### config.mk
export PLATFORM = sky130hd
export DESIGN_NAME = fetch_unit_flat
export DESIGN_NICKNAME = d
export VERILOG_FILES = /design/src/rtl/fetch_unit_pkg.sv /design/src/rtl/fetch_unit_if.sv /design/src/rtl/fetch_slot.sv /design/src/rtl/fetch_unit.sv /design/src/flat_wrapper.sv
export SDC_FILE = /design/constraint.sdc
export NUM_CORES = 1
export LEC_CHECK = 0
export CORE_MARGIN = 4
export CORE_UTILIZATION = 45
export DETAILED_ROUTE_END_ITERATION = 8
export PLACE_DENSITY = 0.81
export SLEW_MARGIN = 20
export SYNTH_ARGS = -nofsm -noshare
export SYNTH_HDL_FRONTEND = slang
export SYNTH_HIERARCHICAL = 1
export SYNTH_SLANG_ARGS = --single-unit
export TNS_END_PERCENT = 50
### constraint.sdc
create_clock -name clk -period 3.05 [get_ports clk]
set_input_delay 0.61 -clock clk [delete_from_list [all_inputs] [get_ports clk]]
set_output_delay 0.61 -clock clk [all_outputs]
set_load 0.005 [all_outputs]
### src/rtl/fetch_unit_pkg.sv
// Shared core constants for the 16-bit single-issue core: word width, reset PC,
// HLT opcode and the fetch state encoding used by fetch, PC_control and decode.
package fetch_unit_pkg;
  localparam int WORD_W = 16;
  localparam logic [3:0] HLT_OPCODE = 4'hF;
  localparam logic [WORD_W-1:0] RESET_PC = 16'h0000;

  typedef logic [WORD_W-1:0] word_t;

  typedef enum logic [1:0] {
    ST_ISSUE = 2'd0,
    ST_WAIT  = 2'd1,
    ST_HALT  = 2'd2
  } fetch_state_e;

  function automatic logic is_hlt(input word_t inst);
    return inst[15:12] == HLT_OPCODE;
  endfunction
endpackage

### src/rtl/fetch_unit_if.sv
// Fetch-stage bus: instruction-memory request/response, redirect from PC_control,
// and the valid/stall output slot towards decode.
interface fetch_unit_if;
  import fetch_unit_pkg::*;

  // imem: imem_req is a one-cycle pulse with imem_addr valid alongside it; the single
  // outstanding request is answered by one imem_valid pulse carrying imem_rdata.
  // decode: inst_* transfers in every cycle with inst_valid=1 and stall=0.
  logic         imem_req;
  word_t        imem_addr;
  logic         imem_valid;
  word_t        imem_rdata;
  logic         redirect_valid;
  word_t        redirect_pc;
  logic         stall;
  logic         inst_valid;
  word_t        inst_out;
  word_t        inst_pc;
  word_t        inst_pc_plus2;
  logic         halted;
  fetch_state_e state_dbg;

  modport master (
    output imem_req, imem_addr, inst_valid, inst_out, inst_pc, inst_pc_plus2,
           halted, state_dbg,
    input  imem_valid, imem_rdata, redirect_valid, redirect_pc, stall
  );

  modport slave (
    input  imem_req, imem_addr, inst_valid, inst_out, inst_pc, inst_pc_plus2,
           halted, state_dbg,
    output imem_valid, imem_rdata, redirect_valid, redirect_pc, stall
  );
endinterface

### src/rtl/fetch_slot.sv
// Single-entry output register towards decode. Flush beats load, load beats drain,
// so a load and a drain in the same cycle keep the slot full.
module fetch_slot
  import fetch_unit_pkg::*;
(
  input  logic  clk,
  input  logic  rst,
  input  logic  load,
  input  logic  flush,
  input  logic  stall,
  input  word_t load_inst,
  input  word_t load_pc,
  output logic  inst_valid,
  output word_t inst_out,
  output word_t inst_pc
);
  always_ff @(posedge clk) begin
    if (rst) begin
      inst_valid <= 1'b0;
      inst_out   <= '0;
      inst_pc    <= '0;
    end else if (flush) begin
      inst_valid <= 1'b0;
    end else if (load) begin
      inst_valid <= 1'b1;
      inst_out   <= load_inst;
      inst_pc    <= load_pc;
    end else if (inst_valid && !stall) begin
      inst_valid <= 1'b0;
    end
  end
endmodule

### src/rtl/fetch_unit.sv
// Instruction fetch stage: holds the PC, keeps one imem request in flight, buffers
// the returned word for decode, follows redirects and stops fetching on HLT.
module fetch_unit
  import fetch_unit_pkg::*;
(
  input logic          clk,
  input logic          rst,
  fetch_unit_if.master bus
);
  fetch_state_e state;
  word_t        pc;
  logic         drop;
  logic         slot_ready;
  logic         issue;
  logic         resp_accept;

  assign slot_ready  = !bus.inst_valid || !bus.stall;
  assign issue       = (state == ST_ISSUE) && !bus.redirect_valid && slot_ready && !rst;
  assign resp_accept = (state == ST_WAIT) && bus.imem_valid && !drop && !bus.redirect_valid;

  assign bus.imem_req      = issue;
  assign bus.imem_addr     = pc;
  assign bus.halted        = (state == ST_HALT);
  assign bus.state_dbg     = state;
  assign bus.inst_pc_plus2 = bus.inst_pc + 16'd2;

  always_ff @(posedge clk) begin
    if (rst) begin
      state <= ST_ISSUE;
      pc    <= RESET_PC;
      drop  <= 1'b0;
    end else if (bus.redirect_valid) begin
      pc <= bus.redirect_pc;
      // A request still in flight must be swallowed before the new path can issue.
      if (state == ST_WAIT && !bus.imem_valid) begin
        drop  <= 1'b1;
        state <= ST_WAIT;
      end else begin
        drop  <= 1'b0;
        state <= ST_ISSUE;
      end
    end else begin
      case (state)
        ST_ISSUE: if (issue) state <= ST_WAIT;
        ST_WAIT: begin
          if (bus.imem_valid) begin
            if (drop) begin
              drop  <= 1'b0;
              state <= ST_ISSUE;
            end else begin
              pc    <= pc + 16'd2;
              state <= is_hlt(bus.imem_rdata) ? ST_HALT : ST_ISSUE;
            end
          end
        end
        ST_HALT: state <= ST_HALT;
        default: state <= ST_ISSUE;
      endcase
    end
  end

  fetch_slot u_slot (
    .clk        (clk),
    .rst        (rst),
    .load       (resp_accept),
    .flush      (bus.redirect_valid),
    .stall      (bus.stall),
    .load_inst  (bus.imem_rdata),
    .load_pc    (pc),
    .inst_valid (bus.inst_valid),
    .inst_out   (bus.inst_out),
    .inst_pc    (bus.inst_pc)
  );
endmodule
### src/flat_wrapper.sv
// flat-port wrapper written by rule: the top's interface ports become plain ports
module fetch_unit_flat import fetch_unit_pkg::*;
  (clk, rst, bus_imem_req, bus_imem_addr, bus_inst_valid, bus_inst_out, bus_inst_pc, bus_inst_pc_plus2, bus_halted, bus_state_dbg, bus_imem_valid, bus_imem_rdata, bus_redirect_valid, bus_redirect_pc, bus_stall);
  fetch_unit_if bus_i ();
  input logic clk;
  input logic rst;
  output wire logic [$bits(bus_i.imem_req)-1:0] bus_imem_req;
  output wire logic [$bits(bus_i.imem_addr)-1:0] bus_imem_addr;
  output wire logic [$bits(bus_i.inst_valid)-1:0] bus_inst_valid;
  output wire logic [$bits(bus_i.inst_out)-1:0] bus_inst_out;
  output wire logic [$bits(bus_i.inst_pc)-1:0] bus_inst_pc;
  output wire logic [$bits(bus_i.inst_pc_plus2)-1:0] bus_inst_pc_plus2;
  output wire logic [$bits(bus_i.halted)-1:0] bus_halted;
  output wire logic [$bits(bus_i.state_dbg)-1:0] bus_state_dbg;
  input wire logic [$bits(bus_i.imem_valid)-1:0] bus_imem_valid;
  input wire logic [$bits(bus_i.imem_rdata)-1:0] bus_imem_rdata;
  input wire logic [$bits(bus_i.redirect_valid)-1:0] bus_redirect_valid;
  input wire logic [$bits(bus_i.redirect_pc)-1:0] bus_redirect_pc;
  input wire logic [$bits(bus_i.stall)-1:0] bus_stall;
  assign bus_imem_req = bus_i.imem_req;
  assign bus_imem_addr = bus_i.imem_addr;
  assign bus_inst_valid = bus_i.inst_valid;
  assign bus_inst_out = bus_i.inst_out;
  assign bus_inst_pc = bus_i.inst_pc;
  assign bus_inst_pc_plus2 = bus_i.inst_pc_plus2;
  assign bus_halted = bus_i.halted;
  assign bus_state_dbg = bus_i.state_dbg;
  assign bus_i.imem_valid = bus_imem_valid;
  assign bus_i.imem_rdata = bus_imem_rdata;
  assign bus_i.redirect_valid = bus_redirect_valid;
  assign bus_i.redirect_pc = bus_redirect_pc;
  assign bus_i.stall = bus_stall;
  fetch_unit u_core (.clk(clk), .rst(rst), .bus(bus_i));
endmodule
Figure 1. Routed clock nets over the placement (run 1).
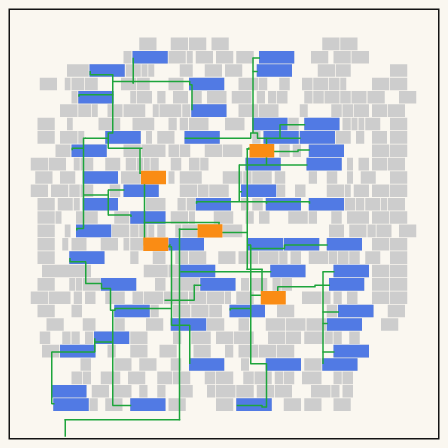
flip-flops: marked blue, count 52. clock wires: marked green, length 620 µm. clock-net drivers: marked orange, count 5.
There are 6 routed clock nets.
Layout Skew: 0.006094 ns
clk pwr: 0.000420 W
Clock Latency Late Sink: 0.30 ns
Clock Power Share: 0.310

Figure 2. Track usage over the die (run 1).
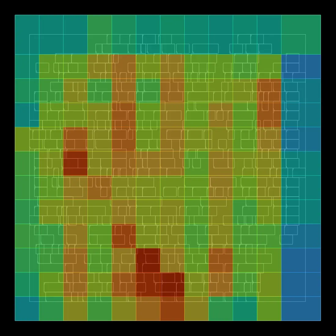
GR Layer Usage met1: 0.2738
gr busiest metal: met2
final core occ: 0.6637
grt met3 use: 0.02838

Figure 3. Placed cells, one colour a class (run 1).
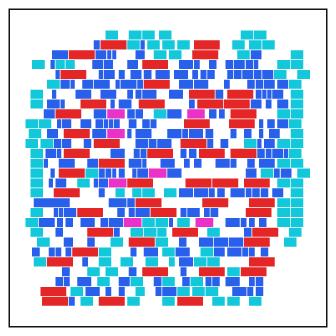
clock drivers and dummy loads: marked magenta, cells 7, share of their area 2.5%. remaining logic cells: marked blue, cells 229, share of their area 43%. registers: marked red, cells 52, share of their area 27%. remaining buffers and delay cells: marked cyan, cells 111, share of their area 28%.

==> Slide: Implementation Results, run 1 <==
Run Summary

Power and ir drop
  – Total Power Consumption: 0.001357 W
  – Peak VDD IR: between 0.2 and 0.25 mV
  – PD cells: 341.2 nW/µm²

Worst hold path
  – Worst Hold Class: register to register
  – Hold EP: u_core/u_slot/inst_out[5]

STA
  – Setup_tns: 0 ns
  – Max-slew violations: 0
  – Minimum clock period: 2.786 ns
  – Final hold violation count: 0
  – Fin crit share: 0.9133
  – Maximum clock frequency: 359.0 MHz

GRT
  – Grt met2 use: 0.3271
  – Pin count of the biggest net entering global routing: roughly 83

Detailed routing
  – Post-DRT Antenna Nets: 0
  – Routed wl met2: about 3500 µm
  – DRC Markers: 0
  – Max Used Layer: met4
  – M1 WL: 3359 µm
  – Routed WL per cell: 15.62 µm
  – Met3 wire len: 462 µm

Layout
  – Layout non-clock buf frac: 0.2744
  – Final-stage net count: 438
  – Final std cells w/o fill: 474
  – Inverters excl. clock: 7
  – Logic area: between 1500 and 2000 µm²
  – Seq Cell Count: 52
  – #MultiIn Comb: 222

Setup path
  – Setup Crit Path Kind: register to primary output
  – Buf/Inv on CP: 1
  – Critical Path RT: 2.44 ns
  – Startpoint class of the critical path: register

Synthesis
  – Simple Share, Synth: 0.3623
  – Gate count of the mapped netlist: ~300
  – Registers, synthesis: 52
  – YS chip area: 2818 µm²
  – Register area share after synthesis: 0.3694
  – Number of enable flip-flop cells: 0
  – Top_reg_cell synth: dfxtp_1
  – Most common cell in the netlist: dfxtp_1
  – Syn Area/Cell: between 9 and 10 µm²
  – Ys Warns: 6
  – Syn_nets: 343
  – Cell type with the largest total area: dfxtp_1

Clocking
  – CTS H-tree lvls: 2
  – Total setup buffers inserted after CTS: 0
  – Clock-pin slew on the worst setup and hold paths: 0.09 ns

Floorplan
  – Die Y: 87.13 µm

Place
  – Post-Place Cell Area: 3880 µm²

Outcome
  – Status: complete, no violations
## run 1: where the power goes
part	switching [W]	leakage, nW	internal (W)	total [W]
sequential	0.0000319	0.424	0.000699	0.000731
combinational	0.0000777	0.826	0.000127	0.000205
clock	0.000218	0.0503	0.000203	0.000420
## run 1: layout by cell type, fill, tap and decap left out, types with 2 or more instances in the layout
master	count
nand3_1	10
a211o_1	2
nor2_1	17
mux2i_1	4
and4_1	4
o21ai_0	5
nand2_1	9
o21ai_1	30
clkbuf_8	7
xor2_1	5
a21oi_1	3
xnor2_1	17
ha_1	2
dfxtp_1	52
nand2b_1	33
inv_1	6
a211oi_1	6
clkdlybuf4s50_1	104
a211oi_2	2
nor4_2	4
buf_4	6
o2111a_1	3
nor2b_1	3
nor3_2	2
nand4bb_1	32
nor3_1	7
nand4_1	10
--- run 2 (diff from run 1) ---
Settings changed: CTS_BUF_LIST from default to sky130_fd_sc_hd__clkbuf_8 sky130_fd_sc_hd__clkbuf_16, MAX_ROUTING_LAYER from default to met4, TNS_END_PERCENT 50 to 20.
Figure 4. Routed clock nets over the placement (run 2).
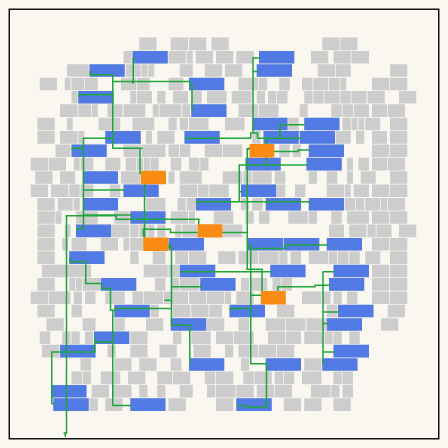
clock-net drivers: marked orange, count 5. flip-flops: marked blue, count 52. clock wires: marked green, length 622 µm.
There are 6 routed clock nets.

Figure 5. I/O pins on the die edge (run 2).
Pins as bars across the die edge, other pins in grey.
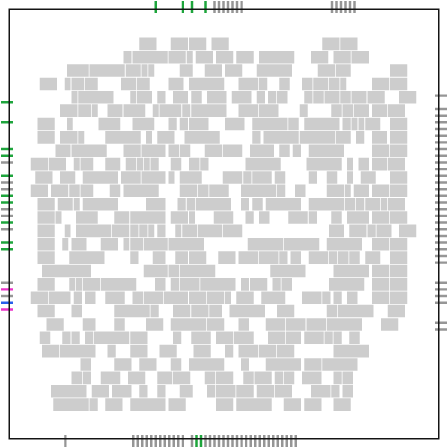
bus_state_dbg: marked magenta, pins 2, direction output, edge left. bus_redirect_pc: marked green, pins 16, direction input, edge 10 left, 4 top, 2 bottom. bus_halted: marked blue, pins 1, direction output, edge left.
All pins by edge: 37 bottom, 31 right, 21 left, 17 top.
I/O Buffers: 105
die width: 87.13 µm
Die Y: 87.13 µm

==> run 2 against run 1 <==
Effect of this change: maximum frequency about the same; sequential power about the same; routed wire length up 0.18%; highest routed layer unchanged.
==> Slide: Implementation Results, run 2 <==
Run Summary

Outcome
  – Status: complete, no violations (unchanged)

Power and ir drop
  – Total sequential power: 0.000731 W (about the same)
  – Clock Power Share: 0.310 (about the same)
  – Switching pwr: 0.0003281 W (was 0.0003274 W)
  – Top Consumer: sequential cells (unchanged)
  – Combinational gate power: 0.000205 W (about the same)
  – Peak VDD IR: 0.2180 mV (was 0.2178 mV)
  – Combinational power share: 0.151 (about the same)

Layout
  – Final core occ: 0.6637 (unchanged)
  – Top cell excl fill/tap: clkdlybuf4s50_1 (unchanged)
  – Final-stage net count: 438 (unchanged)
  – Most common logic cells in the final layout: clkdlybuf4s50_1, dfxtp_1, nand2b_1 (unchanged)

Setup path
  – Critical Path RT: 2.44 ns (about the same)
  – Setup Crit Path Kind: register to primary output (unchanged)
  – Buf/Inv on CP: 1 (unchanged)

Clocking
  – Total setup buffers inserted after CTS: 0 (unchanged)
  – Clock Latency Late Sink: 0.30 ns (about the same)

STA
  – Minimum clock period: 2.786 ns (about the same)
  – Setup_tns: 0 ns (unchanged)
  – Maximum clock frequency: 359.0 MHz (about the same)
  – Max-slew violations: 0 (unchanged)

Synthesis
  – Cell type with the largest total area: dfxtp_1 (unchanged)
  – Gate count of the mapped netlist: 304 (unchanged)
  – Registers, synthesis: 52 (unchanged)
  – Number of enable flip-flop cells: 0 (unchanged)
  – Syn Area/Cell: 9.269 µm² (unchanged)
  – YS chip area: 2818 µm² (unchanged)

GRT
  – GR Layer Usage met1: 0.2756 (was 0.2738)
  – Grt met2 use: 0.3264 (was 0.3271)
  – Grt met3 use: 0.02649 (was 0.02838)
  – Gr busiest metal: met2 (unchanged)

Detailed routing
  – M1 WL: 3429 µm (was 3359 µm)
  – Routed wl met2: 3465 µm (was 3486 µm)
  – Max Used Layer: met4 (unchanged)

Worst hold path
  – Worst Hold Class: register to register (unchanged)

Place
  – Post-Place Cell Area: 3880 µm² (unchanged)
Figure 6. Placed cells, one colour a class (run 2).
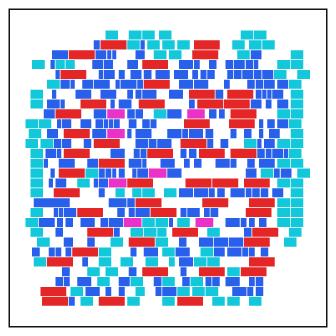
clock drivers and dummy loads: marked magenta, cells 7, share of their area 2.5%. remaining logic cells: marked blue, cells 229, share of their area 43%. remaining buffers and delay cells: marked cyan, cells 111, share of their area 28%. registers: marked red, cells 52, share of their area 27%.

## run 2: cell counts after synthesis
No cell type changed its count.
## run 2: path summary, 6_finish.rpt
check                              endpoint  cells past startpoint  slack [ns]
hold reg to reg   u_core/u_slot/inst_out[5]                      2        0.48
setup reg to reg   u_core/bus.imem_addr[13]                      5        1.10
hold / removal    u_core/u_slot/inst_out[5]                      2        0.48
setup / recovery      bus_inst_pc_plus2[15]                      6        0.26
## run 2: worst register-to-register path: stages (launching register included)
cell and delay (ns):
dfxtp_1 0.50, ha_1 0.25, nand4_1 0.30, nor4_2 0.38
nor3_1 0.09, a2111oi_1 0.33
## run 2: area by class of cell
class                   instances  area, µm²
fillers                       509       2014
repair buffers                111       1091
clock buffers                   7      96.34
flip-flops and latches         52       1041
multi-input cells             222       1628
well taps                      75      93.84
inverters                       7      26.28
Power is estimated from default activity; no workload was simulated.
